File: config.mk
export PLATFORM = sky130hd
export DESIGN_NAME = rand_grant_arbiter
export DESIGN_NICKNAME = d
export VERILOG_FILES = /design/src/rtl/rand_grant_arbiter.sv
export SDC_FILE = /design/constraint.sdc
export NUM_CORES = 1
export LEC_CHECK = 0
export CAP_MARGIN = 10
export CELL_PAD_IN_SITES_DETAIL_PLACEMENT = 0
export CELL_PAD_IN_SITES_GLOBAL_PLACEMENT = 1
export CORE_ASPECT_RATIO = 1.75
export CORE_MARGIN = 2
export CORE_UTILIZATION = 31
export DETAILED_ROUTE_END_ITERATION = 10
export PLACE_DENSITY_LB_ADDON = 0.1
export SKIP_CTS_REPAIR_TIMING = 1
export SLEW_MARGIN = 20
export SYNTH_ARGS = -nofsm -noshare
export SYNTH_HDL_FRONTEND = slang
export SYNTH_SLANG_ARGS = --single-unit
File: constraint.sdc
create_clock -name clk -period 1.3 [get_ports clk]
set_input_delay 0.26 -clock clk [delete_from_list [all_inputs] [get_ports clk]]
set_output_delay 0.26 -clock clk [all_outputs]
set_load 0.05 [all_outputs]
File: src/rtl/rand_grant_arbiter.sv
// Round-robin arbiter that hands out one pseudo-random sample per grant,
// reduced to [0, LIMIT-1] plus OFFSET, with a cooldown so every grant sees a fresh generator value.
module rand_grant_arbiter #(
    parameter int NUM_REQ = 4,
    parameter int LIMIT   = 200,
    parameter int OFFSET  = 20,
    parameter int REFRESH = 2
) (
    input  logic               clk,
    input  logic               rst_n,
    input  logic               en,
    input  logic [NUM_REQ-1:0] req,
    input  logic [7:0]         rand_in,
    output logic [NUM_REQ-1:0] gnt,
    output logic [9:0]         rand_out,
    output logic               rand_valid,
    output logic               busy
);

    localparam int PTR_W = $clog2(NUM_REQ);
    localparam int CNT_W = (REFRESH > 1) ? $clog2(REFRESH) : 1;

    localparam logic [1:0] IDLE  = 2'd0;
    localparam logic [1:0] GRANT = 2'd1;
    localparam logic [1:0] COOL  = 2'd2;

    localparam logic [NUM_REQ-1:0] ONE_HOT0 = {{(NUM_REQ-1){1'b0}}, 1'b1};

    logic [1:0]       state;
    logic [CNT_W-1:0] cnt;
    logic [PTR_W-1:0] rr;

    logic             win_found;
    logic [PTR_W-1:0] win_idx;
    int               cand;
    logic [7:0]       red;
    logic             can_grant;

    // Search upward from the slot after the last winner, wrapping around.
    // NOTE: every signal driven here gets a default first so no latch is inferred.
    always_comb begin
        win_found = 1'b0;
        win_idx   = '0;
        cand      = 0;
        for (int i = 1; i <= NUM_REQ; i++) begin
            cand = (int'(rr) + i) % NUM_REQ;
            if (!win_found && req[cand[PTR_W-1:0]]) begin
                win_found = 1'b1;
                win_idx   = cand[PTR_W-1:0];
            end
        end
    end

    // LIMIT >= 128 keeps every 8-bit input below 2*LIMIT, so one subtract reduces fully.
    always_comb begin
        red = (rand_in >= 8'(LIMIT)) ? rand_in - 8'(LIMIT) : rand_in;
    end

    // The last COOL cycle arbitrates like IDLE, which gives REFRESH+1 grant spacing.
    always_comb begin
        can_grant = en && win_found &&
                    ((state == IDLE) || ((state == COOL) && (cnt == '0)));
    end

    // NOTE: sequential state uses non-blocking assignments only, so every
    // right-hand side sees values from before the edge.
    always_ff @(posedge clk or negedge rst_n) begin
        if (!rst_n) begin
            state      <= IDLE;
            cnt        <= '0;
            rr         <= PTR_W'(NUM_REQ - 1);
            gnt        <= '0;
            rand_valid <= 1'b0;
            rand_out   <= '0;
        end else begin
            gnt        <= '0;
            rand_valid <= 1'b0;

            case (state)
                IDLE: begin
                    cnt <= '0;
                end
                GRANT: begin
                    cnt   <= CNT_W'(REFRESH - 1);
                    state <= COOL;
                end
                COOL: begin
                    if (cnt != '0) begin
                        cnt <= cnt - 1'b1;
                    end else begin
                        state <= IDLE;
                    end
                end
                default: begin
                    state <= IDLE;
                    cnt   <= '0;
                end
            endcase

            if (can_grant) begin
                gnt        <= ONE_HOT0 << win_idx;
                rand_valid <= 1'b1;
                rand_out   <= 10'(red) + 10'(OFFSET);
                rr         <= win_idx;
                state      <= GRANT;
            end
        end
    end

    assign busy = (state != IDLE);

endmodule

==> out/results.tsv <==
stage	metric	value	unit
synthesis	syn_inst	104	
worst_setup_path	arrival	1.15	ns
synthesis	yosysTopAreaCellShare	41.5	%
worst_setup_path	critPathLaunchType	flip-flop	
timing	max_freq	0.708	GHz
synthesis	syn_avg_cell_area	9.87	um2
placement	gp_congestion	0.739	
layout	areaGrowthSynthToFinish	75.9	%
drt	first_iter_violations	9	
synthesis	fp_nets	121	
cts	root_buffer	clkbuf_8	
drt	drt-pass1-iter-count	3	
worst_setup_path	reg2reg_depth	4	
synthesis	top_cells_by_area	dfrtp_1 (41%), nand2_1 (5.9%), dfstp_2 (5.1%), mux2_4 (2.9%), ha_1 (2.4%)	
worst_setup_path	crit_end	busy	
worst_setup_path	r2r_end	rr[0]$_DFFE_PN1P_	
layout	antenna_cells	0	
job	maxCapViolCount	0	
worst_setup_path	cp-end-kind	output port	
layout	flop_area	478	um2
timing	fin_crit_sh	109	%
worst_setup_path	crit_slowest_cell	dfrtp_1	
drt	vias_per_cell	4.78	
die	die_w	47.5	um
outcome	violations	setup timing	
worst_setup_path	critPathKind	flip-flop to output port	
global_route	grt_max_degree	20	
timing	finalClockSkew	0.00287	ns
synthesis	ys_area	1030	um2
outcome	status	finished, violations left	
synthesis	ys_warn_count	0	
synthesis	ys_types	41	
worst_setup_path	path_cells	buf_6 > or2_4 > buf_8	
job	warning_count	28	
timing	hold_viol	0	
min_path	hold_class	input port to async pin	
layout	drive_gt1_share	42.7	%
synthesis	edf_count	0	
synthesis	yosysMostFrequentCell	dfrtp_1	
timing	setup_violations	4	
timing	rsz0062_at_grt	yes	
timing	setup_tns	-0.199	ns
die	fp.dieH	80.1	um
cts	htreeDepth	1	
synthesis	ys_cells	104	
layout	fillCellCount	304	
synthesis	yosysTopAreaCell	dfrtp_1	
timing	setup_slack	-0.113	ns
synthesis	common_cells	dfrtp_1 (17), nand2_1 (16), inv_1 (4), nor2_1 (4), nor2b_1 (4)	
placed cells by master (no fill, tap or decap), drive strengths merged, types with 3 or more instances in the layout:
master,Yosys,layout
inv,5,4
dlymetal6s2s,0,6
a21oi,3,3
dfrtp,17,17
clkbuf,0,5
nand3,3,3
nand2,16,16
buf,5,41
nor2,4,4
nand2b,3,3
clkdlybuf4s50,0,5
nor2b,4,4
o21ai,6,6
power by group:
group	total (mW)	internal (mW)	switching (mW)
Combinational	1.26	0.653	0.606
Sequential	0.854	0.734	0.121
Clock	0.407	0.213	0.194
state kept, by name, summed over array words and instances (netlist names):
signal      count
rr              2
cnt             1
rand_valid      1
gnt             4
rand_out        9
state           2
layer usage:
layer	wire length [um]	global-route usage [%]	share of wire [%]
met1	865	13.3	33
met2	1570	27.4	61
met3	72	0.899	2.8
met4	84	10.3	3.2
met5	0	0	0
stage by stage:
stage	instance area (um2)	instances	hold slack [ns]
final	1800	200	0.336
after global routing	1800	200	0.376
after CTS	1690	197	0.344
after detailed placement	1650	193	0.497
after global placement	1650	193	0.488
after floorplan	1040	104	-0.0356
cell families (layout without fill, tap and decap cells):
family,after synthesis,after routing,share of synthesized area [%]
and+or+nand+nor,40,40,21.7
AOI/OAI and AO/OA,27,27,18.2
DFF,19,19,46.6
buffers and inverters,10,63,5.00
muxes,4,4,4.88
adders and majority gates,2,2,2.44
other,1,1,0.366
xor gates and xnor gates,1,1,0.854
area by class of cell:
type,instances,area share (%)
clock buffer,3,2.29
clock inverter,1,0.277
inverter,5,1.32
multi-input combinational,75,30.5
sequential,19,26.5
tap,43,2.98
timing repair buffer,54,36.1
critical path: cells and delay by family (launching register included):
kind          cells  cell delay (ns)
simple gates      1             0.24
buf+inv           2             0.27
flops             1             0.39
how the worst min path moves through the flow:
stage / startpoint / endpoint / cells after the start
after global placement: rr[1]$_DFFE_PN1P_ / rr[1]$_DFFE_PN1P_ / 2
after floorplan: rst_n / cnt$_DFF_PN0_ / 0
after CTS: rst_n / cnt$_DFF_PN0_ / 2
final: rst_n / rand_out[8]$_DFFE_PN0P_ / 2
after global routing: rst_n / state[1]$_DFFE_PN0P_ / 2
after detailed placement: rr[1]$_DFFE_PN1P_ / rr[1]$_DFFE_PN1P_ / 2
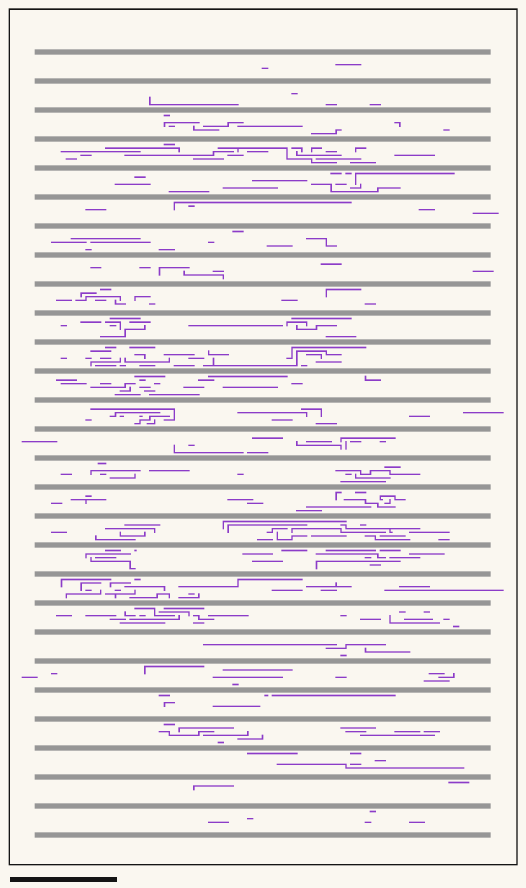
Fig. 1. Signal wires on met1.
Scale bar: 10 um. Supply wires on this layer in grey.
wire length on this layer: 866 um
nets with wire on the layer: 152
main direction: horizontal
final WL: 2590 um
M1 GR Usage: 13.3%
routed via count: 956

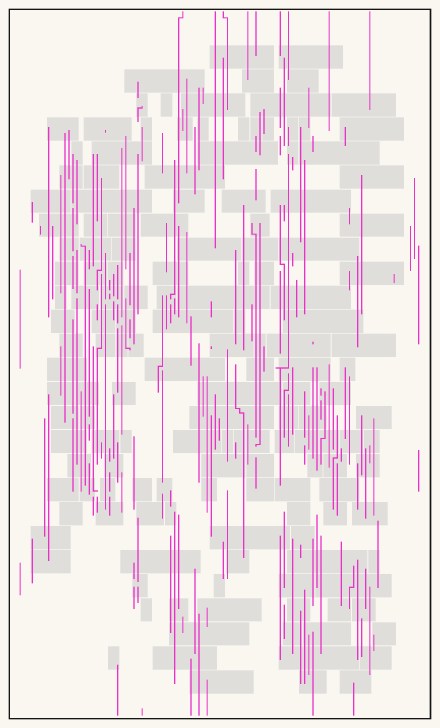
Fig. 2. Met2 routing.
Cells faint in the background.
longest straight run: 32.6 um
share of all routed wire: 61%
main direction: vertical
M2 GR Usage: 27.4%

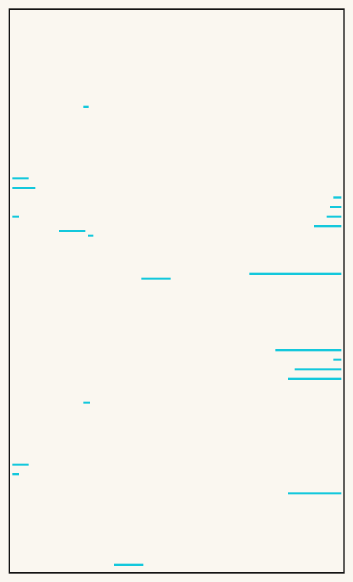
Fig. 3. Signal wires on met3.
nets with wire on the layer: 18
main direction: horizontal
met3 Use GR: 0.899%

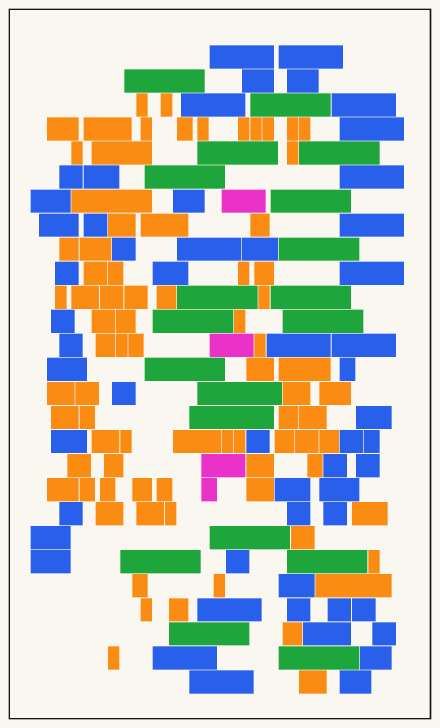
Fig. 4. Cell classes on the final placement.
legend:
  remaining logic cells:
    colour: orange
    cells: 80
    share_of_their_area: 33%
  clock drivers and dummy loads:
    colour: magenta
    cells: 4
    share_of_their_area: 2.6%
  registers:
    colour: green
    cells: 19
    share_of_their_area: 27%
  remaining buffers and delay cells:
    colour: blue
    cells: 54
    share_of_their_area: 37%
flop share of the area: 26.5%
num rows: 27
post-route cell area: 1800 um2
post-layout util: 57.4%
total core area: 3140 um2

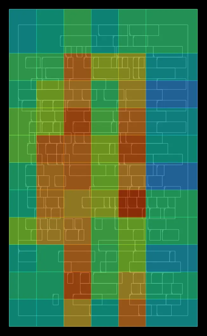
Fig. 5. Routing congestion map.
Most Used Layer, Global Route: met2
per-cell routed wire length: 13.0 um
GRT Util Overall: 14.7%

Power and IR drop assume default switching activity.
